Design mips_controller, sky130hd; sources not shown.
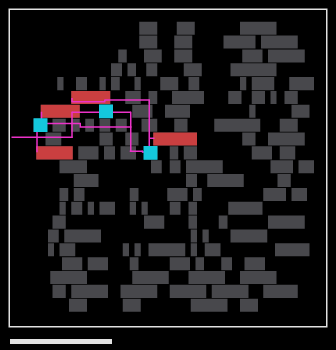
Fig. 1. Clock wires, drivers and flops (run 1).
Scale bar: 20 um.
clock wires -> magenta  # length 90.3 um
clock drivers -> cyan  # count 3
flip-flops -> red  # count 4
routed clock nets = 4
Worst-Skew Late Latency: 0.24 ns
Clock Power: 104 uW
Clock Skew: 0.00969 ns

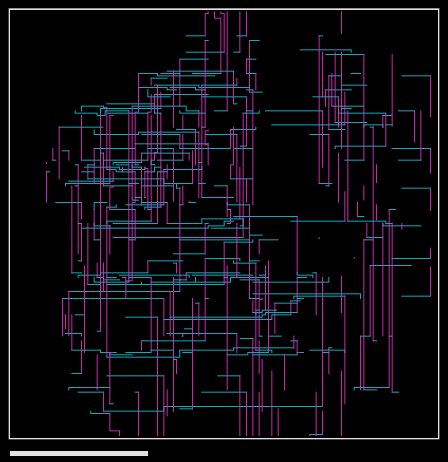
Fig. 2. Metal layers overlaid (run 1).
Scale bar: 20 um. Only two layers are drawn.
metal 1 -> cyan  # wire length 1060 um
metal 2 -> magenta  # wire length 1350 um
DR vias: 815
routed wire length: 2530 um

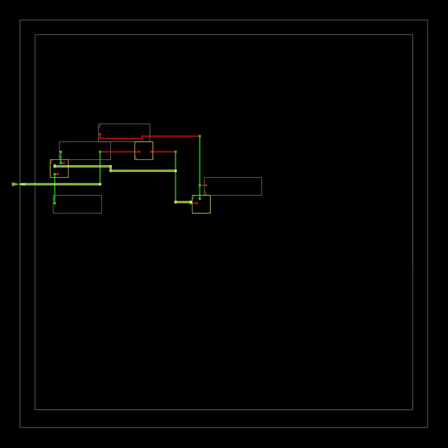
Fig. 3. Clock nets (run 1).
sequential cells: 4
clock buffers: 3
Num CTS Buffers: 3
clk sinks: 4

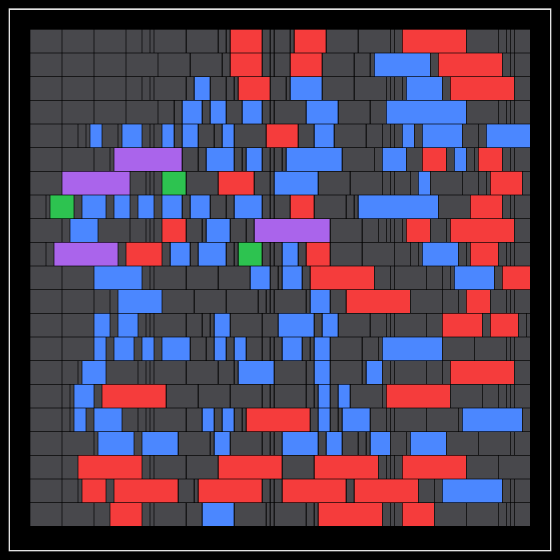
Fig. 4. Placed cells, one color a class (run 1).
Fill, decap, tap and diode cells in gray.
combinational and other logic -> blue  # cells 81, share of their area 48%
remaining buffers and delay cells -> red  # cells 43, share of their area 44%
sequential cells -> purple  # cells 4, share of their area 6.3%
clock drivers -> green  # cells 3, share of their area 1.6%
sequential portion of the cell area: 6.03%
Core ar.: 3280 um^2
Core Util, Final: 43.6%
Std-Cell Rows: 21

==> job_summary.md, run 1 <==
## PnR job results

| Metric | Value |
|---|---|
| Dpl hpwl | `1930 um` |
| Cell count after synthesis | `89` |
| Vias/cell | `4.60` |
| Yosys stat chip area | `573 um^2` |
| RSZ-0062 raised after global routing | `yes` |
| Cell taking the most area after synthesis | `dfxtp_1` |
| Cells along the critical path | `clkdlybuf4s50_1 -> nor2b_4 -> nand2_1 -> a211o_4 -> buf_12` |
| Outcome | `complete, no violations` |
| Gr usage total | `13.8%` |
| Fin area | `1430 um^2` |
| Cell Type Count | `32` |
| Maximum buffer depth of the clock tree | `2` |
| Fmax | `505 MHz` |
| Worst Hold Margin | `0.629 ns` |
| Max IR drop VDD | `0.000259 V` |
| Reg2reg setup slack | `0.63 ns` |
| P&R area growth vs syn | `150%` |
| WL/cell | `14.3 um` |
| Placed Cells | `172` |
| Die ar. | `3850 um^2` |
| Layout cell share with drive strength beyond 1 | `51.9%` |
| Combinational gate power | `238 uW` |
| Worst Path Required | `1.60 ns` |
| Tmin final | `1.98 ns` |
| Clock-pin slew on the worst setup and hold paths | `0.04 ns` |
| Filler cells | `373` |
| Crit-path max cell delay | `0.46 ns` |
| Log Warnings | `30` |
| Worst-path maximum fanout | `2` |
| H-tree levels | `1` |
| Final slew viol count | `0` |
| DR DRC count | `0` |
| Switching share of power | `42.1%` |
| Power share of the combinational group | `54.9%` |
| Top routing layer used | `met3` |
| Setup TNS | `0 ns` |
| Yosys warning count | `0` |
| Type of the worst setup path | `in -> out` |
| Pre-Repair DR Iteration Count | `4` |
| Sequential Power Share | `21.2%` |
| Clk network pwr share | `23.9%` |
| Mean post-synth cell area | `6.44 um^2` |
| Post-CTS Setup Bufs | `1` |
| Leakage power | `0.549 nW` |
| Area share of the largest cell type after synthesis | `14.0%` |
| Worst setup EP type | `output port` |
run 1: cells in the final DEF (no fill, tap or decap), drive strengths merged, types with 2 or more instances in the layout:
master         count
o21ai              2
clkdlybuf4s50     10
nor3               4
buf               29
dlygate4sd2        3
a31oi              2
inv                3
nor2              16
dfxtp              4
clkbuf             3
ha                 2
nand2b             3
nor3b              3
nand2              7
a21oi             11
nand3              3
and3               4
nor2b              5
run 1: tightest hold or removal path, delay by kind of cell, from the launching register on:
kind / cells / cell delay [ns]
simple gates: 1 / 0.07
flops: 1 / 0.32
buf+inv: 1 / 0.20
run 1: cells by family (layout without fill, tap and decap cells):
kind of cell / Yosys count / after routing / share of synthesized area (%)
AND/OR/NAND/NOR: 51 / 51 / 46.9
flip-flops: 4 / 4 / 14.0
adder cells (fa/ha/maj): 2 / 2 / 4.37
AND-OR/OR-AND: 22 / 22 / 24.7
buffers and inverters: 8 / 50 / 6.99
XOR/XNOR: 2 / 2 / 3.06
run 1: stage by stage:
| step | power [mW] | worst slack [ns] | util, % |
|---|---|---|---|
| 6_report | 0.434 | 0.0190 | 43.6 |
| 5_1_grt | 0.465 | -0.0450 | 43.6 |
| 4_1_cts | 0.426 | 0.00124 | 41.5 |
| 3_5_place_dp | 0.308 | -0.262 | 38.4 |
| 3_3_place_gp | 0.305 | -0.155 | 38.4 |
| 2_1_floorplan | 0.210 | -0.564 | - |
run 1: final cells by class:
class                   count  area (um^2)  area share (%)
clock buffers               3         22.5            1.57
inverters                   4         18.8            1.31
repair buffers             43          602            42.0
flip-flops and latches      4         86.3            6.03
multi-input cells          77          644            45.0
well taps                  46         57.6            4.02
run 1: metal layers:
layer  global-route usage (%)  vias up
li1                         -      403
met1                     18.0      394
met2                     23.7       18
met3                     3.31        0
met4                     1.82        0
met5                        0        -
==> run 2: changes to the inputs <==
==> constraint.sdc (replaced) <==
create_clock -name clk -period 2 [get_ports clk]
set_input_delay 0.2 -clock clk [delete_from_list [all_inputs] [get_ports clk]]
set_output_delay 0.2 -clock clk [all_outputs]
set_load 0.1 [all_outputs]
==> run 2 against run 1 <==
Net effect:
- area after synthesis did not move
- clock skew fell by 0.0058 ns
- sequential power fell by 2%
- sequential share of layout area rose by 0.40 points
- combinational power fell by 11%
- total power fell by 5.3%
- die size did not move
- global-route usage fell by 0.48 points
- synthesized cell count did not move
- highest routed layer is now met4
==> job_summary.md, run 2 <==
## PnR job results

| Metric | Value |
|---|---|
| Gr usage total | `13.3% (-0.48 points)` |
| Routed wire length | `2380 um (-5.7%)` |
| Max transition margin | `79.5%` |
| Synth cell count leaders | `nor2_1, a21oi_1, nand2_1` |
| Post-CTS Setup Bufs | `0 (-1)` |
| Max IR drop VDD | `0.000321 V (+24%)` |
| Final Hold Vio Count | `0` |
| Outcome | `complete, no violations` |
| Reg2reg setup slack | `0.66 ns (+0.03 ns)` |
| Yosys warning count | `0 (unchanged)` |
| Fmax | `534 MHz (+5.9%)` |
| Worst Hold Margin | `0.633 ns (+0.00452 ns)` |
| Antenna-violating nets left | `0` |
| Layout cell share with drive strength beyond 1 | `38.1% (-14 points)` |
| Core ar. | `3280 um^2 (unchanged)` |
| Clock-pin slew on the worst setup and hold paths | `0.04 ns (about the same)` |
| Worst-path maximum fanout | `2 (unchanged)` |
| Starting DRT DRC Count | `9` |
| Sum of buffers and inverters on the critical path | `2` |
| Dpl hpwl | `1900 um (-1.5%)` |
| P&R area growth vs syn | `124%` |
| Number of stages on the worst setup path | `6` |
| Type of the worst setup path | `reg -> out` |
| Num CTS Buffers | `3 (unchanged)` |
| Final setup viols | `0` |
| Cell count after synthesis | `89 (unchanged)` |
| Cell Type Count | `32 (unchanged)` |
| Filler cells | `381 (+2.1%)` |
| Worst Path Required | `1.80 ns (+0.20 ns)` |
| Vias/cell | `4.59 (-0.25%)` |
| CTS Root Cell | `clkbuf_4` |
| Die ar. | `3850 um^2 (unchanged)` |
| RSZ-0062 raised after global routing | `no` |
| # nets final | `145` |
| Pre-Repair DR Iteration Count | `3 (-1)` |
| Ports | `34` |
| Ys flops | `4` |
| Vias in the first global route | `762` |
| Clk sinks | `4 (unchanged)` |
| Leakage power | `0.491 nW (-10%)` |
| Mapped Area | `573 um^2` |
| H-tree levels | `1 (unchanged)` |
| Crit-path max cell delay | `0.32 ns (-0.14 ns)` |
| Pwr Total | `411 uW (-5.3%)` |
| ANT cells | `0` |
| Area share of the largest cell type after synthesis | `14.0% (unchanged)` |
| Log Warnings | `28 (-6.7%)` |
| Std-Cell Rows | `21 (unchanged)` |
| Yosys stat chip area | `573 um^2 (unchanged)` |
| Total congestion overflow | `0` |
| Max-cap viol count | `0` |
| Most frequent cells in the layout | `buf_12, clkdlybuf4s50_1, a21oi_1` |
| Maximum buffer depth of the clock tree | `2 (unchanged)` |
| Cells along the critical path | `nor2b_1 -> nand2_1 -> inv_1 -> ha_4 -> a211o_4 -> buf_12` |
| Worst path top cell family by delay | `flip-flops` |
| DR DRC count | `0 (unchanged)` |
| Cell taking the most area after synthesis | `dfxtp_1` |
| DR vias | `790 (-3.1%)` |
| WL/cell | `13.9 um (-3.0%)` |
| Tmin final | `1.87 ns (-0.110 ns)` |
| Final slew viol count | `0 (unchanged)` |
| Mean post-synth cell area | `6.44 um^2 (unchanged)` |
| Most frequent logic cell in the layout | `buf_12` |
| Worst setup EP type | `output port` |
run 2: layout make-up:
| class | count | area (um^2) | area share, % |
|---|---|---|---|
| clock buffers | 3 | 22.5 | 1.75 |
| inverters | 4 | 18.8 | 1.46 |
| multi-input cells | 77 | 544 | 42.4 |
| flip-flops and latches | 4 | 82.6 | 6.43 |
| well taps | 46 | 57.6 | 4.48 |
| repair buffers | 38 | 558 | 43.5 |
run 2: repair_timing:
item | CTS | global route
hold buffers | 0 | 0
gates resized | 0 | 4
setup endpoints to repair | 0 | 1
endpoints found under the hold margin | 0 | 0
run 2: cell families (layout without fill, tap and decap cells):
family          after synthesis  count (layout)  share of synthesized area [%]
flops                         4               4                           14.0
fa+ha+maj                     2               2                           4.37
xor+xnor                      2               2                           3.06
buf+inv                       8              45                           6.99
compound gates               22              22                           24.7
simple gates                 51              51                           46.9
run 2: routing by layer:
metal	GRT usage [%]	vias to the layer above	part of all wire [%]
met2	22.2	17	50
met5	0	-	0
met3	3.31	5	4.2
li1	-	388	-
met4	2.74	0	0.80
met1	17.4	380	45
run 2: per-stage QoR:
| stage | worst slack (ns) | TNS, ns | std cells | cell area [um^2] |
|---|---|---|---|---|
| 2_1_floorplan | -0.364 | -2.62 | 89 | 656 |
| 3_3_place_gp | 0.250 | 0 | 169 | 1240 |
| 3_5_place_dp | 0.203 | 0 | 169 | 1240 |
| 4_1_cts | 0.0215 | 0 | 172 | 1260 |
| 5_1_grt | 0.0721 | 0 | 172 | 1280 |
| 6_report | 0.129 | 0 | 172 | 1280 |
run 2: where the power goes:
part / switching (mW) / total, mW / internal [mW]
sequential: 0.00529 / 0.0903 / 0.0850
clock: 0.0399 / 0.107 / 0.0676
combinational: 0.127 / 0.213 / 0.0865
total: 0.172 / 0.411 / 0.239
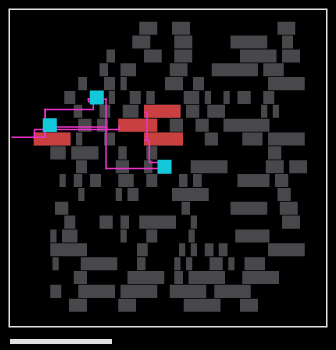
Fig. 5. Clock wires, drivers and flops (run 2).
Scale bar: 20 um.
clock wires -> magenta  # length 99.6 um
flip-flops -> red  # count 4
clock drivers -> cyan  # count 3
flops lie = middle
Clk network pwr share: 26.1%
Worst-Skew Late Latency: 0.25 ns
Clock Power: 107 uW
Clock Skew: 0.00384 ns

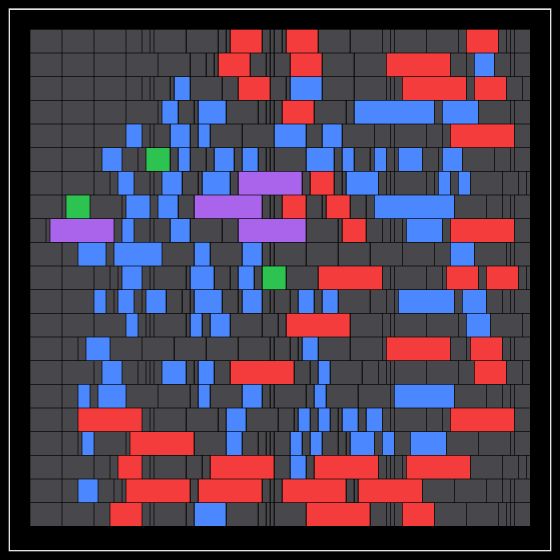
Fig. 6. Placed cells, one color a class (run 2).
Fill, decap, tap and diode cells in gray.
combinational and other logic -> blue  # cells 81, share of their area 46%
clock drivers -> green  # cells 3, share of their area 1.8%
sequential cells -> purple  # cells 4, share of their area 6.7%
remaining buffers and delay cells -> red  # cells 38, share of their area 46%
Core Util, Final: 39.1%
fin area: 1280 um^2
sequential portion of the cell area: 6.43%

Power and IR drop assume default switching activity.
